**config.mk**
```make
export PLATFORM = sky130hd
export DESIGN_NAME = uart_reg_writer
export DESIGN_NICKNAME = d
export VERILOG_FILES = /design/src/rtl/uart_reg_writer.sv
export SDC_FILE = /design/constraint.sdc
export NUM_CORES = 1
export LEC_CHECK = 0
export CORE_ASPECT_RATIO = 1.4
export CORE_UTILIZATION = 55
export CTS_BUF_LIST = sky130_fd_sc_hd__clkbuf_4
export DETAILED_ROUTE_END_ITERATION = 8
export HOLD_SLACK_MARGIN = 0.12
export PLACE_DENSITY = 0.78
export SETUP_SLACK_MARGIN = 0.5
export SLEW_MARGIN = 40
export SYNTH_ARGS = -nofsm -noshare
export SYNTH_HDL_FRONTEND = slang
export SYNTH_SLANG_ARGS = --single-unit
```
**constraint.sdc**
```tcl
create_clock -name CLK -period 2.1 [get_ports CLK]
set_input_delay 0.42 -clock CLK [delete_from_list [all_inputs] [get_ports CLK]]
set_output_delay 0.42 -clock CLK [all_outputs]
set_load 0.005 [all_outputs]
```
**src/rtl/uart_reg_writer.sv**
```systemverilog
// UART (8N1) command receiver driving register-bank write cycles.
// Optional checksum byte enabled by defining UART_REG_WRITER_CSUM_EN.
module uart_reg_writer #(
    parameter int CLK_DIV      = 16,
    parameter int ADDR_MAX     = 0,
    parameter int STROBE_LEN   = 2,
    parameter int TIMEOUT_BITS = 20
) (
    input  logic       CLK,
    input  logic       CLEAR,
    input  logic       RXD,
    output logic       write_data_strob,
    output logic [3:0] addr,
    output logic [7:0] data_out,
    output logic       WE,
    output logic       CS,
    output logic       frame_err,
    output logic       busy
);
    localparam int TMO = TIMEOUT_BITS * CLK_DIV;
    localparam int CW  = $clog2(CLK_DIV);
    localparam int TW  = $clog2(TMO + 1);
    localparam int SW  = (STROBE_LEN > 1) ? $clog2(STROBE_LEN) : 1;
    localparam logic [CW-1:0] HALF_M1 = CW'(CLK_DIV / 2 - 1);
    localparam logic [CW-1:0] FULL_M1 = CW'(CLK_DIV - 1);
    localparam logic [TW-1:0] TMO_M1  = TW'(TMO - 1);
    localparam logic [SW-1:0] STB_M1  = SW'(STROBE_LEN - 1);
    localparam logic [7:0]    HDR     = 8'hA5;
    localparam logic [7:0]    AMAX    = 8'(ADDR_MAX);

    typedef enum logic [1:0] {R_IDLE, R_START, R_DATA, R_STOP} rx_state_e;
    typedef enum logic [2:0] {
        P_WAIT_HDR,
        P_GET_ADDR,
        P_GET_DATA,
`ifdef UART_REG_WRITER_CSUM_EN
        P_GET_CSUM,
`endif
        P_SETUP,
        P_STROBE,
        P_HOLD
    } p_state_e;

    logic          sync1_q, sync2_q, prev_q;
    rx_state_e     rs_q;
    logic [CW-1:0] cnt_q;
    logic [2:0]    bit_q;
    logic [7:0]    shift_q;
    logic          rx_valid_q, rx_ferr_q;

    always_ff @(posedge CLK or posedge CLEAR) begin
        if (CLEAR) begin
            sync1_q    <= 1'b1;
            sync2_q    <= 1'b1;
            prev_q     <= 1'b1;
            rs_q       <= R_IDLE;
            cnt_q      <= '0;
            bit_q      <= '0;
            shift_q    <= '0;
            rx_valid_q <= 1'b0;
            rx_ferr_q  <= 1'b0;
        end else begin
            sync1_q    <= RXD;
            sync2_q    <= sync1_q;
            prev_q     <= sync2_q;
            rx_valid_q <= 1'b0;
            rx_ferr_q  <= 1'b0;
            case (rs_q)
                R_IDLE: begin
                    cnt_q <= '0;
                    if (prev_q && !sync2_q) rs_q <= R_START;
                end
                R_START: begin
                    if (cnt_q == HALF_M1) begin
                        cnt_q <= '0;
                        bit_q <= '0;
                        rs_q  <= sync2_q ? R_IDLE : R_DATA;
                    end else cnt_q <= cnt_q + 1'b1;
                end
                R_DATA: begin
                    if (cnt_q == FULL_M1) begin
                        cnt_q   <= '0;
                        shift_q <= {sync2_q, shift_q[7:1]};
                        if (bit_q == 3'd7) rs_q <= R_STOP;
                        else bit_q <= bit_q + 1'b1;
                    end else cnt_q <= cnt_q + 1'b1;
                end
                default: begin
                    if (cnt_q == FULL_M1) begin
                        cnt_q      <= '0;
                        rs_q       <= R_IDLE;
                        rx_valid_q <= sync2_q;
                        rx_ferr_q  <= !sync2_q;
                    end else cnt_q <= cnt_q + 1'b1;
                end
            endcase
        end
    end

    p_state_e      ps_q;
    logic [7:0]    buf_q;
    logic          full_q;
    logic [TW-1:0] tmo_q;
    logic [SW-1:0] scnt_q;
    logic [3:0]    abuf_q;
`ifdef UART_REG_WRITER_CSUM_EN
    logic [7:0]    dbuf_q;
`endif
    logic          strob_q, cs_q, we_q, ferr_q, busy_q;
    logic [3:0]    addr_q;
    logic [7:0]    data_q;

    logic       in_write, in_get, in_valid, use_buf, abort, addr_ok;
    logic [7:0] in_byte;

    always_comb begin
        in_write = (ps_q == P_SETUP) || (ps_q == P_STROBE) || (ps_q == P_HOLD);
        in_get   = !in_write && (ps_q != P_WAIT_HDR);
        in_valid = 1'b0;
        use_buf  = 1'b0;
        in_byte  = shift_q;
        if (in_write) begin
            in_valid = 1'b0;
        end else if (ps_q == P_WAIT_HDR && full_q) begin
            in_valid = 1'b1;
            use_buf  = 1'b1;
            in_byte  = buf_q;
        end else begin
            in_valid = rx_valid_q;
        end
        abort   = in_get && !in_valid && (rx_ferr_q || tmo_q == TMO_M1);
        addr_ok = (in_byte[7:4] == 4'h0) && (in_byte <= AMAX);
    end

    always_ff @(posedge CLK or posedge CLEAR) begin
        if (CLEAR) begin
            ps_q    <= P_WAIT_HDR;
            buf_q   <= '0;
            full_q  <= 1'b0;
            tmo_q   <= '0;
            scnt_q  <= '0;
            abuf_q  <= '0;
`ifdef UART_REG_WRITER_CSUM_EN
            dbuf_q  <= '0;
`endif
            strob_q <= 1'b0;
            cs_q    <= 1'b1;
            we_q    <= 1'b1;
            ferr_q  <= 1'b0;
            busy_q  <= 1'b0;
            addr_q  <= '0;
            data_q  <= '0;
        end else begin
            ferr_q <= rx_ferr_q;
            tmo_q  <= in_get ? tmo_q + 1'b1 : '0;
            // One-deep holding register for bytes landing mid-write
            if (in_write && rx_valid_q) begin
                buf_q  <= shift_q;
                full_q <= 1'b1;
            end else if (use_buf) begin
                full_q <= rx_valid_q;
                if (rx_valid_q) buf_q <= shift_q;
            end
            case (ps_q)
                P_WAIT_HDR: begin
                    if (in_valid && in_byte == HDR) begin
                        ps_q   <= P_GET_ADDR;
                        busy_q <= 1'b1;
                    end
                end
                P_GET_ADDR: begin
                    if (in_valid) begin
                        tmo_q <= '0;
                        if (addr_ok) begin
                            abuf_q <= in_byte[3:0];
                            ps_q   <= P_GET_DATA;
                        end else begin
                            ferr_q <= 1'b1;
                            busy_q <= 1'b0;
                            ps_q   <= P_WAIT_HDR;
                        end
                    end
                end
                P_GET_DATA: begin
                    if (in_valid) begin
                        tmo_q <= '0;
`ifdef UART_REG_WRITER_CSUM_EN
                        dbuf_q <= in_byte;
                        ps_q   <= P_GET_CSUM;
`else
                        addr_q <= abuf_q;
                        data_q <= in_byte;
                        cs_q   <= 1'b0;
                        we_q   <= 1'b0;
                        ps_q   <= P_SETUP;
`endif
                    end
                end
`ifdef UART_REG_WRITER_CSUM_EN
                P_GET_CSUM: begin
                    if (in_valid) begin
                        tmo_q <= '0;
                        if (in_byte == (HDR ^ {4'h0, abuf_q} ^ dbuf_q)) begin
                            addr_q <= abuf_q;
                            data_q <= dbuf_q;
                            cs_q   <= 1'b0;
                            we_q   <= 1'b0;
                            ps_q   <= P_SETUP;
                        end else begin
                            ferr_q <= 1'b1;
                            busy_q <= 1'b0;
                            ps_q   <= P_WAIT_HDR;
                        end
                    end
                end
`endif
                P_SETUP: begin
                    strob_q <= 1'b1;
                    scnt_q  <= '0;
                    ps_q    <= P_STROBE;
                end
                P_STROBE: begin
                    if (scnt_q == STB_M1) begin
                        strob_q <= 1'b0;
                        ps_q    <= P_HOLD;
                    end else scnt_q <= scnt_q + 1'b1;
                end
                default: begin
                    cs_q   <= 1'b1;
                    we_q   <= 1'b1;
                    busy_q <= 1'b0;
                    ps_q   <= P_WAIT_HDR;
                end
            endcase
            if (abort) begin
                ferr_q <= 1'b1;
                busy_q <= 1'b0;
                ps_q   <= P_WAIT_HDR;
            end
        end
    end

    assign write_data_strob = strob_q;
    assign addr             = addr_q;
    assign data_out         = data_q;
    assign WE               = we_q;
    assign CS               = cs_q;
    assign frame_err        = ferr_q;
    assign busy             = busy_q;
endmodule
```
Run 1, wire density map:
Scale bar: 20 um. 13 x 18 tiles, from dark purple (low) to yellow (high), scaled to the fullest tile. Values are wire area over tile area, all layers added.
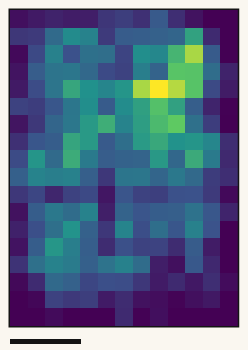
The fullest tile reaches 0.61. The emptiest ninth of the die: south-east. The mean over all tiles is 0.17.
Total GRT Usage: 23.6%
Via Count: 2220
routed wire length: 6060 um
Routed WL per cell: 15.5 um

Run 1, cells by drive strength:
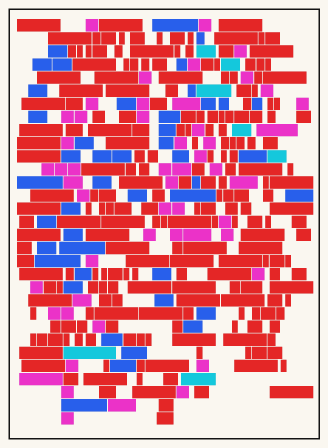
drive 6 and up: drawn in cyan, cells 7. drive 3 to 4: drawn in magenta, cells 51. drive 1 or less: drawn in red, cells 222. drive 2: drawn in blue, cells 44.
fin worst setup slack: 0.392 ns
Finished Cell Area: 3690 um2

Run 1, cells coloured by class:
Scale bar: 20 um.
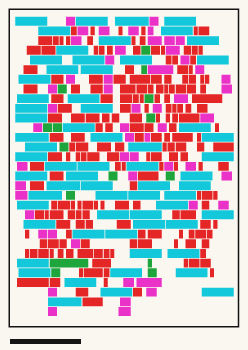
clock drivers and dummy loads: drawn in green, cells 15, share of their area 3.6%. flip-flops: drawn in cyan, cells 64, share of their area 45%. all other logic: drawn in red, cells 191, share of their area 39%. other buffers and delay cells: drawn in magenta, cells 54, share of their area 13%.
CORE AREA: 5200 um2
sequential share of cell area: 43.7%
Finished Core Util: 70.9%
FP Rows: 31

==> changes_impl.md, run 1 <==
### Metrics

* Die Span Y at approximately 89 um
* Hold depth at 0
* DR pass1 iterations at 4
* Cell type with the largest total area: dfrtp_1
* Hold_sp: sync1_q
* CP required at 2.39 ns
* Seq_cells at roughly 64
* Tool Warnings at 29
* # clk buffers at 11
* RR Endpoint: abuf_q[1]
* Reg2reg setup slack at 0.39 ns
* Status: completed
* Post-synth area hogs: dfrtp_1 (51%), mux2_2 (8.0%), nor2_1 (4.1%)
* Fa+ha+maj area frac at about 1.7%
* Max transition margin at 73.4%
* Clock Skews at 0.00822 ns
* FILL cells at between 300 and 400
* Worst reg2reg path startpoint: shift_q[4]
* DP Worst Slack at ~0.3 ns
* Mux frac, synth at 10.7%
* Seq share, synth at 54.2%
* RSZ-0062 raised after global routing: true
* # Taps at around 66
* Fin Setup TNS at 0 ns
* Clock Latency Late Sink at about 0.40 ns
* CP Max Fanout at 4
* Post-CTS setup buffers at 15
* Top FF cell, synth: dfrtp_1
* Gpl congestion at roughly 0.87
* CTS clk-pin slew, worst paths at ~0.10 ns
* Cell Count Post-Placement at 351
* Cells after Synth at 268
* Internal power at 1900 uW
* Total power at 2620 uW
* Clock group at between 700 and 800 uW
* Layout cells sized above 1 at between 30% and 40%
* Die area at 5690 um2
* FP Core Util at 57.0%
* Fraction of area in clock buffers and inverters at between 3 and 4%
* Clock sink count at 64
* Non-clk buf share at 12.6%
* Gr ovfl total at 0
* Num ports at 20
* TritonCTS clock tree: yes
* Largest logic family: simple AND/OR/NAND/NOR gates
* Xor/xnor share at 2.96%
* Post-DRT Antenna Nets at 0
* Yosys cell count at between 200 and 300
* Syn. warnings at 0
* Top cell category: registers
[run 1: worst max-delay path by stage]
stage / from / cells past startpoint / slack (ns) / end
floorplan: shift_q[4] / 4 / 0.45 / abuf_q[0]
global placement: shift_q[4] / 4 / 0.37 / abuf_q[2]
detailed placement: ps_q[0] / 4 / 0.31 / abuf_q[1]
CTS: shift_q[4] / 4 / 0.38 / abuf_q[1]
global route: shift_q[4] / 4 / 0.33 / abuf_q[1]
finish: shift_q[4] / 4 / 0.39 / abuf_q[1]
[run 1: layer usage]
metal | wire length (um) | vias up | share of wire [%] | GRT usage [%]
met1 | 2630 | 1087 | 43 | 30.0
met3 | 262 | 10 | 4.3 | 6.70
met5 | 0 | - | 0 | 0
met2 | 3060 | 58 | 50 | 37.4
met4 | 102 | 0 | 1.7 | 11.0
li1 | - | 1065 | - | -
[run 1: cell usage after synthesis, types with 5 or more instances]
library cell   n
nor3_1         7
mux2i_1        8
clkbuf_1       5
nand2b_1       5
nor2_1        32
inv_1          9
nand3_1        7
a21oi_1       19
o21ai_0        6
dfrtp_1       60
xor2_1         6
nor2b_1        8
mux2_2        21
nand2_1       10
[run 1: cells in the final DEF (no fill, tap or decap), types with 8 or more instances in the layout]
cell,n
dfrtp_1,58
nor2_1,30
buf_4,29
mux2_2,21
a21oi_1,18
dlygate4sd2_1,15
clkbuf_4,11
nand2_1,9
inv_1,8
mux2i_1,8
[run 1: cell families after synthesis]
family / Yosys count
compound gates: 47
xor+xnor: 10
fa+ha+maj: 4
buf+inv: 22
flops: 64
mux: 29
simple gates: 92
[run 1: registers in the layout (all words and copies together) (netlist names), 2 cells and up]
name and flops:
shift_q 8, data_out 8, bit_q 3, tmo_q 9
rs_q 2, buf_q 8, cnt_q 4, ps_q 3
addr 4, abuf_q 4
==> run 1 -> run 2 <==
- clock period: 2.1 -> 1.4 ns (I/O delays scaled with it)
Run 2, wire density map:
Scale bar: 20 um. 13 x 18 tiles, from dark purple (low) to yellow (high), scaled to the fullest tile. Values are wire area over tile area, all layers added.
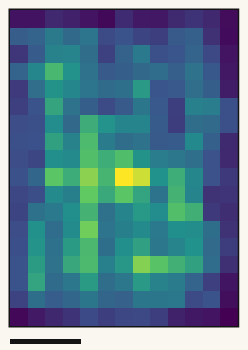
0.40% of the tiles are nearly empty. The mean over all tiles is 0.35. The fullest tile reaches 0.99. The emptiest ninth of the die: north-east.

Run 2, cells coloured by class:
Scale bar: 20 um.
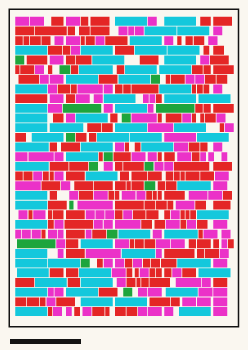
Finished Cell Area: 4830 um2
sequential share of cell area: 33.4%
Finished Core Util: 93.0%

==> changes_impl.md, run 2 <==
### Metrics

* Status: finished, violations left
* Failing checks: negative setup slack
* Syn. warnings at 0
* DR pass1 iterations at 6
* Routed WL per cell at ~26 um
* CP startpoint: shift_q[6]
* Cell type with the largest total area: dfrtp_1
* Fin Setup TNS at -8.93 ns
* Reg2reg setup slack at -0.39 ns
* M1 GR Usage at roughly 40%
* CTS clk-pin slew, worst paths at 0.14 ns
* CORE AREA at 5200 um2
* Via Count at 3006
* Post-DRT Antenna Nets at 0
* Fa+ha+maj area frac at 1.69%
* CP required at approximately 1.7 ns
* Final setup viols at 56
* Fin worst setup slack at -0.386 ns
* Clock Latency Late Sink at approximately 0.44 ns
* Most common cell in the netlist: dfrtp_1
* Max transition margin at 62.7%
* RSZ-0062 raised after global routing: true
* Num ports at 20
run 2: stage by stage:
stage / util, % / cells / hold WS [ns]
2_1_floorplan: - / 268 / 0.284
3_3_place_gp: 75.0 / 404 / 0.348
3_5_place_dp: 75.0 / 404 / 0.349
4_1_cts: 85.5 / 443 / 0.181
5_1_grt: 93.0 / 465 / 0.182
6_report: 93.0 / 465 / 0.170
run 2: worst min path at each step:
| stage | startpoint | to | slack, ns | cells after the start |
|---|---|---|---|---|
| 3_3_place_gp | sync1_q | sync2_q | 0.35 | 0 |
| 2_1_floorplan | RXD | sync1_q | 0.28 | 0 |
| 5_1_grt | CLEAR | cnt_q[0] | 0.18 | 2 |
| 6_report | CLEAR | cnt_q[0] | 0.17 | 2 |
| 3_5_place_dp | sync1_q | sync2_q | 0.35 | 0 |
| 4_1_cts | CLEAR | cnt_q[1] | 0.18 | 2 |
run 2: area by class of cell:
class                           count  area [um2]
Fill cell                         155         365
Clock buffer                        9        67.6
Inverter                            9        40.0
Clock inverter                      7         120
Multi-Input combinational cell    182        1700
Tap cell                           66        82.6
Sequential cell                    64        1610
Timing Repair Buffer              128        1210
run 2: power groups by stage:
stage | Clock [uW] | Combinational (uW) | Sequential (uW)
after floorplan | 0 | 488 | 2080
after global placement | 0 | 757 | 2080
after detailed placement | 0 | 794 | 2080
after CTS | 1640 | 981 | 2050
after global routing | 1760 | 1430 | 2070
final | 1690 | 1380 | 2070
run 2: worst max-delay path, delay by kind of cell (launching register included):
| family | cells | cell delay [ns] |
|---|---|---|
| AOI/OAI and AO/OA | 1 | 0.19 |
| DFF | 1 | 0.44 |
| and+or+nand+nor | 3 | 1.03 |
run 2: what timing repair did:
action,CTS,global route
gates resized,126,49
endpoints found under the setup margin,78,78
cloned,2,1
setup buffers,21,21
pin swaps,23,22
==> run 2 -> run 3 <==
- RECOVER_POWER: not set -> 25
Run 3, nets reached from selected ports:
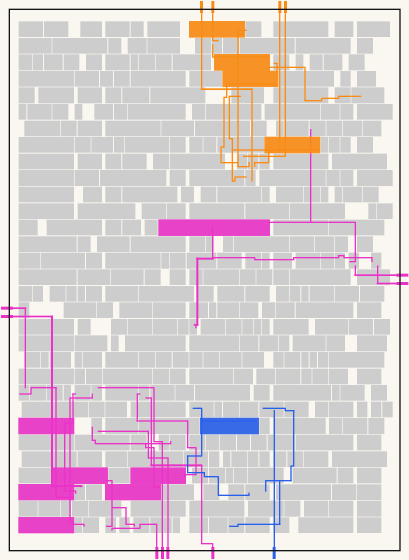
data_out: drawn in magenta, bits 8, direction output, edge 4 south, 2 east, 2 west, end cells 8, wire 412 um. WE: drawn in blue, bits 1, direction output, edge south, end cells 1, wire 98.8 um. addr: drawn in orange, bits 4, direction output, edge north, end cells 4, wire 223 um.

Run 3, congestion heat map:
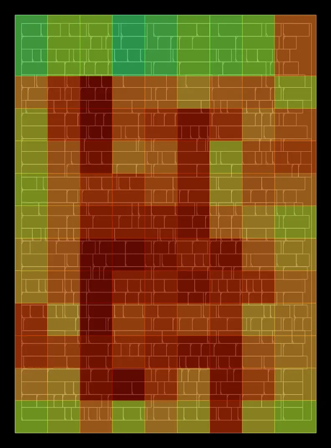
most congested layer reported by global routing: met2
Total GRT Usage: 35.5%
Finished Core Util: 92.6%
met2 GRT Util: 60.3%

==> changes_impl.md, run 3 <==
### Metrics

* Status: finished, violations left
* Failing checks: negative setup slack
* Yosys cell count at 268
* TritonCTS clock tree: yes
* Family with the most delay on the worst path: simple AND/OR/NAND/NOR gates
* Via Count at 3015
* FILL cells at 158
* RSZ-0062 raised after global routing: true
* P_comb at 1370 uW
* CORE AREA at 5200 um2
* Post-synth area hogs: dfrtp_1 (51%), mux2_2 (8.0%), nor2_1 (4.1%)
* Logic area at between 1500 and 2000 um2
* FP Rows at 31
* DP Worst Slack at -0.317 ns
* Number of flip-flops in the largest register at 9
* Routed WL per cell at 25.6 um
* Total power at 5130 uW
* P_seq at between 2000 and 2500 uW
* Clock group at 1700 uW
* Gr ovfl total at 0
* Tool Warnings at 30
* Most frequent cells in the layout: buf_4 (66), dfrtp_1 (56), buf_6 (33), mux2_4 (21), nor2_1 (18)
* Most common cell in the netlist: dfrtp_1
* Most numerous logic cell after layout: buf_4
* Bufs and invs on worst path at 0
* Fa+ha+maj area frac at 1.69%
* Post-DRT Antenna Nets at 0
* Cell type with the largest total area: dfrtp_1
* Max transition margin at 61.0%
* Biggest register: tmo_q
* Final setup viols at 54
* Fin worst setup slack at -0.384 ns
* Cells after Synth at 268
* DR pass1 iterations at 7
* Top FF cell, synth: dfrtp_1
* Xor/xnor share at 2.96%
* Internal power at 3510 uW
* Finished Cell Area at 4810 um2
* Post-CTS sizing at approximately 130
* CTS clk-pin slew, worst paths at 0.13 ns
* Routed wire length at about 12000 um
* Seq share, synth at 54.2%
* Register area at 1610 um2
==> run 3: netlist changes by cell type in the layout (fill, tap and decap cells not counted), sizes merged <==
| cell | previous run | this run |
|---|---|---|
| clkdlybuf4s50 | 2 | 0 |
| dlygate4sd3 | 0 | 2 |
| buf | 125 | 124 |
| clkbuf | 10 | 11 |
==> run 3: through the flow <==
step	cells	TNS, ns
CTS	443	-4.41
global route	465	-10.17
detailed placement	404	-4.38
floorplan	268	-2.79
finish	465	-8.71
global placement	404	-3.54
==> run 3: layer usage <==
| layer | share of wire (%) | track usage [%] | up-vias |
|---|---|---|---|
| li1 | - | - | 1214 |
| met1 | 35 | 39.9 | 1487 |
| met2 | 50 | 60.3 | 220 |
| met3 | 7.9 | 8.25 | 94 |
| met4 | 7.1 | 23.3 | 0 |
| met5 | 0 | 0 | - |
==> run 3: final timing paths <==
check / start / endpoint / slack [ns] / cells past startpoint
min in group CLK: RXD / sync1_q / 0.36 / 1
worst max register to register: shift_q[6] / abuf_q[2] / -0.38 / 4
worst min register to register: sync1_q / sync2_q / 0.39 / 0
worst max-delay path: shift_q[6] / abuf_q[2] / -0.38 / 4
worst min-delay path: CLEAR / cnt_q[0] / 0.33 / 2
max in group asynchronous: CLEAR / WE / 0.32 / 3
==> run 3: worst register-to-register path: stages (launching register included) <==
cell     delay (ns)
dfrtp_1        0.44
or4_4          0.54
or3b_4         0.41
a21oi_4        0.20
nor2b_1        0.08
==> run 3: layout make-up <==
cell class	instances	area share (%)
Clock buffer	9	1.40
Clock inverter	7	2.49
Inverter	9	0.780
Multi-Input combinational cell	182	35.3
Sequential cell	64	33.5
Tap cell	66	1.72
Timing Repair Buffer	128	24.9
No activity file was given, so power comes from the tool's default toggle rates.
